--- src/rtl/rx_integrate_dump.sv ---
// rx_integrate_dump: integrate-and-dump receiver stage behind the channel model.
// Drops SKIP guard samples at the start of each symbol window, integrates the
// rest with a saturating accumulator and issues a hard sign decision plus the
// integrated metric when the window closes.
//
// Optional build macro: RX_ERASE_EN adds the 'erase' low-confidence output.
//
// state    | meaning
// ---------+--------------------------------------------------------------
// IDLE     | waiting for ch_valid; the first high edge takes sample 0
// ACCUM    | counting samples, integrating those at index >= SKIP
// DECIDE   | one cycle; decision/short_err pulse is visible on the outputs
// WAIT_LOW | window closed on SPS samples, strobe still high; wait for 0
module rx_integrate_dump #(
    parameter int SPS    = 10,
    parameter int SKIP   = 2,
    parameter int ACC_W  = 18,
    parameter int THRESH = 256
) (
    input  logic                    clk,
    input  logic                    reset,
    input  logic                    ch_valid,
    input  logic signed [13:0]      ch_in,
    output logic                    bit_out,
    output logic signed [ACC_W-1:0] sum_out,
    output logic                    bit_valid,
    output logic                    short_err
`ifdef RX_ERASE_EN
    ,
    output logic                    erase
`endif
);

    localparam int CNT_W = $clog2(SPS + 1);

    localparam logic [1:0] ST_IDLE     = 2'd0;
    localparam logic [1:0] ST_ACCUM    = 2'd1;
    localparam logic [1:0] ST_DECIDE   = 2'd2;
    localparam logic [1:0] ST_WAIT_LOW = 2'd3;

    localparam logic [CNT_W-1:0] SPS_C  = CNT_W'(SPS);
    localparam logic [CNT_W-1:0] SKIP_C = CNT_W'(SKIP);
    localparam logic [CNT_W-1:0] ONE_C  = CNT_W'(1);

    localparam logic signed [ACC_W-1:0] ACC_MAX = {1'b0, {(ACC_W-1){1'b1}}};
    localparam logic signed [ACC_W-1:0] ACC_MIN = {1'b1, {(ACC_W-1){1'b0}}};

    // Reject parameter sets the datapath cannot honour (guard must leave at
    // least one sample, accumulator must hold a full input sample).
    if (SPS < 1 || SKIP < 0 || SKIP >= SPS || ACC_W < 14 || THRESH < 0) begin : g_cfg_check
        $error("rx_integrate_dump: illegal parameter set");
    end

    logic [1:0]              state_q, state_d;
    logic [CNT_W-1:0]        cnt_q, cnt_d;
    logic signed [ACC_W-1:0] acc_q, acc_d;
    logic                    integ_q, integ_d;
    logic                    bit_out_q, bit_out_d;
    logic signed [ACC_W-1:0] sum_out_q, sum_out_d;
    logic                    bit_valid_q, bit_valid_d;
    logic                    short_err_q, short_err_d;
    logic                    close;

`ifdef RX_ERASE_EN
    localparam logic [ACC_W:0] THRESH_C = (ACC_W+1)'(THRESH);
    logic           erase_q, erase_d;
    logic [ACC_W:0] acc_mag;
`endif

    // Add one sign-extended sample, clamping to the accumulator range so a
    // saturated window keeps re-clamping instead of wrapping.
    function automatic logic signed [ACC_W-1:0] sat_add(
        input logic signed [ACC_W-1:0] a,
        input logic signed [13:0]      s
    );
        logic signed [ACC_W:0] sum;
        sum = {a[ACC_W-1], a} + {{(ACC_W-13){s[13]}}, s};
        if (sum[ACC_W] != sum[ACC_W-1]) begin
            return sum[ACC_W] ? ACC_MIN : ACC_MAX;
        end
        return sum[ACC_W-1:0];
    endfunction

    // Next-state, counting and integration; decision outputs are loaded on
    // the edge that closes the window so they are visible during DECIDE.
    always_comb begin
        state_d     = state_q;
        cnt_d       = cnt_q;
        acc_d       = acc_q;
        integ_d     = integ_q;
        bit_out_d   = bit_out_q;
        sum_out_d   = sum_out_q;
        bit_valid_d = 1'b0;
        short_err_d = 1'b0;
        close       = 1'b0;

        case (state_q)
            ST_IDLE: begin
                if (ch_valid) begin
                    cnt_d   = ONE_C;
                    acc_d   = '0;
                    integ_d = 1'b0;
                    if (SKIP_C == '0) begin
                        acc_d   = sat_add('0, ch_in);
                        integ_d = 1'b1;
                    end
                    if (SPS_C == ONE_C) begin
                        state_d = ST_DECIDE;
                        close   = 1'b1;
                    end else begin
                        state_d = ST_ACCUM;
                    end
                end
            end
            ST_ACCUM: begin
                if (!ch_valid) begin
                    state_d = ST_DECIDE;
                    close   = 1'b1;
                end else begin
                    cnt_d = cnt_q + 1'b1;
                    if (cnt_q >= SKIP_C) begin
                        acc_d   = sat_add(acc_q, ch_in);
                        integ_d = 1'b1;
                    end
                    if (cnt_d == SPS_C) begin
                        state_d = ST_DECIDE;
                        close   = 1'b1;
                    end
                end
            end
            ST_DECIDE: begin
                state_d = ch_valid ? ST_WAIT_LOW : ST_IDLE;
            end
            ST_WAIT_LOW: begin
                if (!ch_valid) begin
                    state_d = ST_IDLE;
                end
            end
            default: begin
                state_d = ST_IDLE;
            end
        endcase

        if (close) begin
            if (integ_d) begin
                bit_valid_d = 1'b1;
                bit_out_d   = ~acc_d[ACC_W-1];
                sum_out_d   = acc_d;
            end else begin
                short_err_d = 1'b1;
            end
        end
    end

`ifdef RX_ERASE_EN
    // Magnitude in one extra bit so the most negative value maps to max+1.
    // erase only moves with an actual decision; a short window leaves it.
    always_comb begin
        acc_mag = {acc_d[ACC_W-1], acc_d};
        if (acc_d[ACC_W-1]) begin
            acc_mag = (ACC_W+1)'(0) - {acc_d[ACC_W-1], acc_d};
        end
        erase_d = erase_q;
        if (close && integ_d) begin
            erase_d = (acc_mag < THRESH_C);
        end
    end

    // Erase flag register.
    always_ff @(posedge clk or negedge reset) begin
        if (!reset) begin
            erase_q <= 1'b0;
        end else begin
            erase_q <= erase_d;
        end
    end

    assign erase = erase_q;
`endif

    // State, accumulator and registered outputs; reset drops any partial window.
    always_ff @(posedge clk or negedge reset) begin
        if (!reset) begin
            state_q     <= ST_IDLE;
            cnt_q       <= '0;
            acc_q       <= '0;
            integ_q     <= 1'b0;
            bit_out_q   <= 1'b0;
            sum_out_q   <= '0;
            bit_valid_q <= 1'b0;
            short_err_q <= 1'b0;
        end else begin
            state_q     <= state_d;
            cnt_q       <= cnt_d;
            acc_q       <= acc_d;
            integ_q     <= integ_d;
            bit_out_q   <= bit_out_d;
            sum_out_q   <= sum_out_d;
            bit_valid_q <= bit_valid_d;
            short_err_q <= short_err_d;
        end
    end

    assign bit_out   = bit_out_q;
    assign sum_out   = sum_out_q;
    assign bit_valid = bit_valid_q;
    assign short_err = short_err_q;

endmodule

--- config.mk ---
export PLATFORM = sky130hd
export DESIGN_NAME = rx_integrate_dump
export DESIGN_NICKNAME = d
export VERILOG_FILES = /design/src/rtl/rx_integrate_dump.sv
export SDC_FILE = /design/constraint.sdc
export NUM_CORES = 1
export LEC_CHECK = 0
export CAP_MARGIN = 15
export CORE_ASPECT_RATIO = 1.2
export CORE_MARGIN = 5
export CORE_UTILIZATION = 50
export DETAILED_ROUTE_END_ITERATION = 10
export PLACE_DENSITY_LB_ADDON = 0.2
export SLEW_MARGIN = 20
export SYNTH_ARGS = -nofsm -noshare
export SYNTH_HDL_FRONTEND = slang
export SYNTH_SLANG_ARGS = --single-unit
export TNS_END_PERCENT = 1
--- constraint.sdc ---
create_clock -name clk -period 2.95 [get_ports clk]
set_input_delay 0.59 -clock clk [delete_from_list [all_inputs] [get_ports clk]]
set_output_delay 0.59 -clock clk [all_outputs]
set_load 0.02 [all_outputs]
==> run_1/cell_classes.png <==
(4 px per µm)
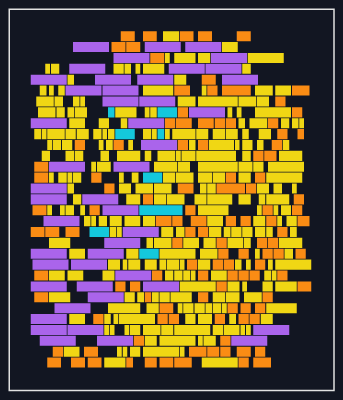
all other logic -> yellow  # cells 246
clock drivers and dummy loads -> cyan  # cells 8
flops -> purple  # cells 46
other buffers and delay cells -> orange  # cells 116

==> run_1/final_placement.png <==
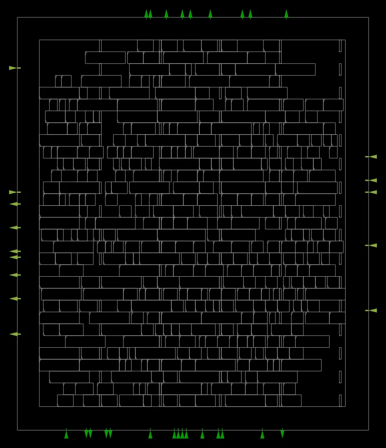
seq_cells: 46
n_taps: 82
Core Area: 0.00593 mm²
Util after Layout: 76.6%
Seq area share: 25.3%

==> changes_impl.md, run 1 <==
## Flow update

* Pin count of the biggest net entering global routing at approximately 47
* Multi-input gate count at 232
* Cts repair resizes at between 50 and 60
* CP Cell Sequence: dlygate4sd2_1 > ha_1 > and3_4 > a31oi_4 > o211ai_2 > a31o_4 > xor2_4 > buf_12 > nor2_4 > o21ai_2 > a22o_1 > mux2_4
* Failing checks: setup timing
* Sequential cell power at roughly 1.1 mW
* Crit path kind: input pin to flip-flop
* RePlAce Congestion at between 0.9 and 1
* Synth top cell by count: dfrtp_1
* Dpl cells at about 470
* Main flop type: dfrtp_1
* Setup Viol. Count Final at 4
* Avg Cell Area, Syn at between 10 and 15 µm²
* Latency at later pin at approximately 0.30 ns
* Outcome: finished with violations
* WL/cell at roughly 18 µm
* Die H at 94.9 µm
* Clk buf depth at 2
* Post-synth top cells: dfrtp_1, nand2_1, ha_1, o21ai_0, a21oi_1
* Final worst slack at -0.0341 ns
* Layout Nets at between 400 and 500
==> run_1/drive_strength.png <==
(4 px per µm)
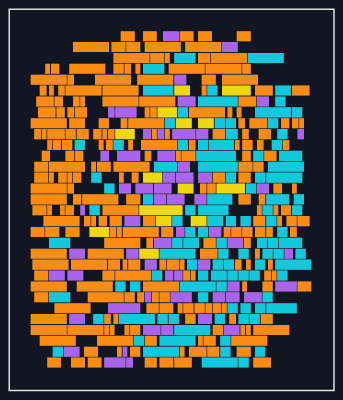
drive 2 -> purple  # cells 58, most used o21ai_2
drive 6 and up -> yellow  # cells 14, most used buf_6
drive 3 to 4 -> cyan  # cells 105, most used buf_4
drive 1 or less -> orange  # cells 239, most used dfrtp_1

-- run 1: stage by stage --
step / area, µm² / util, % / total power, mW
after floorplan: 3010 / - / 2.42
after global placement: 3890 / 65.6 / 3.37
after detailed placement: 3890 / 65.6 / 3.41
after CTS: 4330 / 73.0 / 4.31
after global routing: 4550 / 76.6 / 4.92
final: 4550 / 76.6 / 4.65
-- run 1: routing by layer --
layer	GRT usage, %	routed length [µm]	vias to the layer above
met4	7.61	197	0
met3	4.58	455	22
met2	39.4	4670	83
met5	0	0	-
met1	30.8	3670	1373
li1	-	-	1320
-- run 1: layout by cell type (no fill, tap or decap), types with 7 or more instances in the layout --
cell             count
nand2_1             29
o21ai_0             14
nor2_1               9
ha_1                 7
o21ai_1              7
dfrtp_1             46
xnor2_1              7
ha_4                12
o21ai_2             10
a21oi_1             11
mux2_2               9
buf_4               72
clkdlybuf4s50_1     23
nand2b_1             7
inv_1               12
-- run 1: worst paths after layout --
check,startpoint,to,cells past startpoint
setup reg to reg,acc_q[1],sum_out[2],11
max in group asynchronous,reset,sum_out[17],1
min in group clk,bit_out,bit_out,1
hold / removal,reset,sum_out[3],1
hold reg to reg,bit_out,bit_out,1
setup / recovery,ch_in[8],sum_out[2],12
-- run 1: flip-flops by register name, summed over array words and instances, names as in the netlist --
name / cells
state_q: 2
integ_q: 1
cnt_q: 4
acc_q: 18
sum_out: 18
short_err: 1
bit_out: 1
bit_valid: 1
-- run 1: cells by family after synthesis --
group | synth area share [%]
AOI/OAI and AO/OA | 23.8
buffers and inverters | 2.95
and+or+nand+nor | 13.7
DFF | 38.3
xor gates and xnor gates | 5.78
adders and majority gates | 10.1
muxes | 5.33
==> run_1/met3.png <==
(3 px per µm)
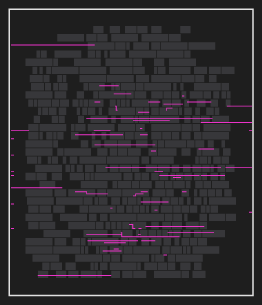

--- run 2 (diff from run 1) ---
Settings changed: CORE_ASPECT_RATIO 1.2 to 0.5.
==> run_2/met3.png <==
(3 px per µm)
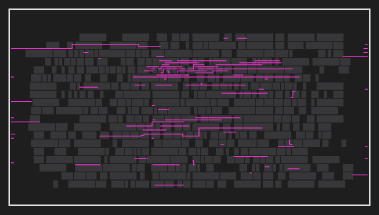
wire length on this layer = 581 µm
longest straight run = 55.2 µm
nets with wire on the layer = 57
share of all routed wire = 6.1%

==> run_2/registers.png <==
(4 px per µm) Other sequential cells in the stronger grey, the rest of the logic in the fainter grey.
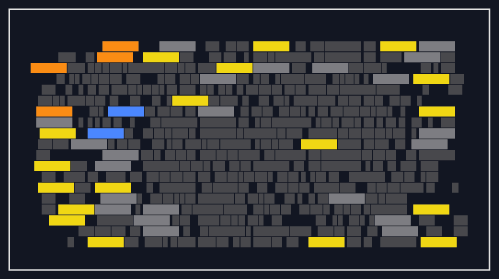
cnt_q -> orange  # sequential cells 4, where upper left
state_q -> blue  # sequential cells 2
sum_out -> yellow  # sequential cells 18, where all over the die
not coloured = 22

==> changes_impl.md, run 2 <==
## Flow update

* Main flop type: dfrtp_1
* Reg2reg start: acc_q[0]
* Die area at 0.00776 mm²
* Overflow after GRT at 0
* Top cells, area: dfrtp_1, ha_1, mux2_2
* Dpl cells at approximately 470
* Final worst slack at 0.0310 ns
* Clk buf depth at 2
* Setup slack at placement at -0.643 ns
* Avg Cell Area, Syn at a little over 10 µm²
* Core Area at 0.00566 mm²
* N_diodes at 0
* Core utilization at floorplan at 53.1%
* DR DRC count at 0
* Crit path kind: input pin to flip-flop
* Critical Path Stages at 15
* Post-route cell area at 0.00452 mm²
* Crit. Startpoint: ch_in[0]
* FF-to-FF End: sum_out[2]
* Pin count of the biggest net entering global routing at 26
* Setup Viol. Count Final at 0
* Util after Layout at between 70 and 80%
* CP Cell Sequence: clkbuf_2 > ha_2 > inv_2 > fa_2 > and2b_1 > o2111ai_2 > a21oi_2 > o21ai_2 > a31oi_4 > buf_12 > nor2_4 > buf_6 > o21ai_2 > a22o_1 > mux2_4
* WL/cell at 19.4 µm
* Leak at between 2 and 2.5 nW
* RePlAce Congestion at approximately 0.92
* FF-to-FF path depth at 14
* First-pass GRT wire length at approximately 15,000 µm
* Area after DPL at 0.00393 mm²
* Yosys chip area at between 0.003 and 0.004 mm²
* Outcome: complete, no violations
* Layout Nets at about 450
* Worst Setup EP: sum_out[2]
* Commonest cells after routing, fill and taps aside: buf_4, dfrtp_1, nand2_1
* Synth top cell by count: dfrtp_1
* Tool Warnings at 29
* Commonest Layout Cell: buf_4
* Tot Pwr at between 4 and 5 mW
* Hold crit path type: input pin to asynchronous set/reset pin
* Die H at 64.8 µm
* Latency at later pin at between 0.2 and 0.3 ns
* Post-synth top cells: dfrtp_1, nand2_1, ha_1, o21ai_0, a21oi_1
## run 2: final cells by class
type / instances / area, µm²
timing repair buffer: 116 / 965
clock inverter: 2 / 12.5
fill: 351 / 1130
multi-input combinational: 232 / 2110
sequential: 46 / 1150
clock buffer: 6 / 139
tap: 73 / 91.3
inverter: 14 / 52.6
## run 2: worst min-delay path by stage
| stage | from | to | slack, ns | cells after the start |
|---|---|---|---|---|
| floorplan | reset | acc_q[0] | 0.29 | 0 |
| global placement | bit_out | bit_out | 0.46 | 1 |
| detailed placement | sum_out[8] | sum_out[8] | 0.46 | 2 |
| CTS | reset | sum_out[6] | 0.28 | 1 |
| global route | reset | sum_out[6] | 0.31 | 1 |
| finish | reset | sum_out[6] | 0.28 | 1 |
## run 2: power by group through the flow
stage	logic, mW	registers, mW	clock network, mW
detailed placement	2.45	1.01	0
CTS	2.78	1.02	0.592
global route	3.24	1.06	0.621
finish	3.05	1.04	0.578
global placement	2.40	0.994	0
floorplan	1.34	1.08	0
## run 2: repair_timing
item,in CTS,in global routing
resized,53,25
setup buffers,7,6
endpoints found under the setup margin,36,22
pin swaps,26,27
hold endpoints to repair,0,0
## run 2: cell families (layout without fill, tap and decap cells)
logic type                 after synthesis  count (layout)  share of synthesized area, %
AOI/OAI and AO/OA                       99              99                          23.8
xor gates and xnor gates                16              16                          5.78
adders and majority gates               24              24                          10.1
buffers and inverters                   21             138                          2.95
DFF                                     46              46                          38.3
muxes                                   14              14                          5.33
and+or+nand+nor                         79              79                          13.7
## run 2: layer usage
metal / track usage, % / share of wire [%]
met4: 9.56 / 2.8
met5: 0 / 0
met3: 6.34 / 6.1
met2: 38.8 / 45
met1: 31.3 / 46
Power and IR drop assume default switching activity.
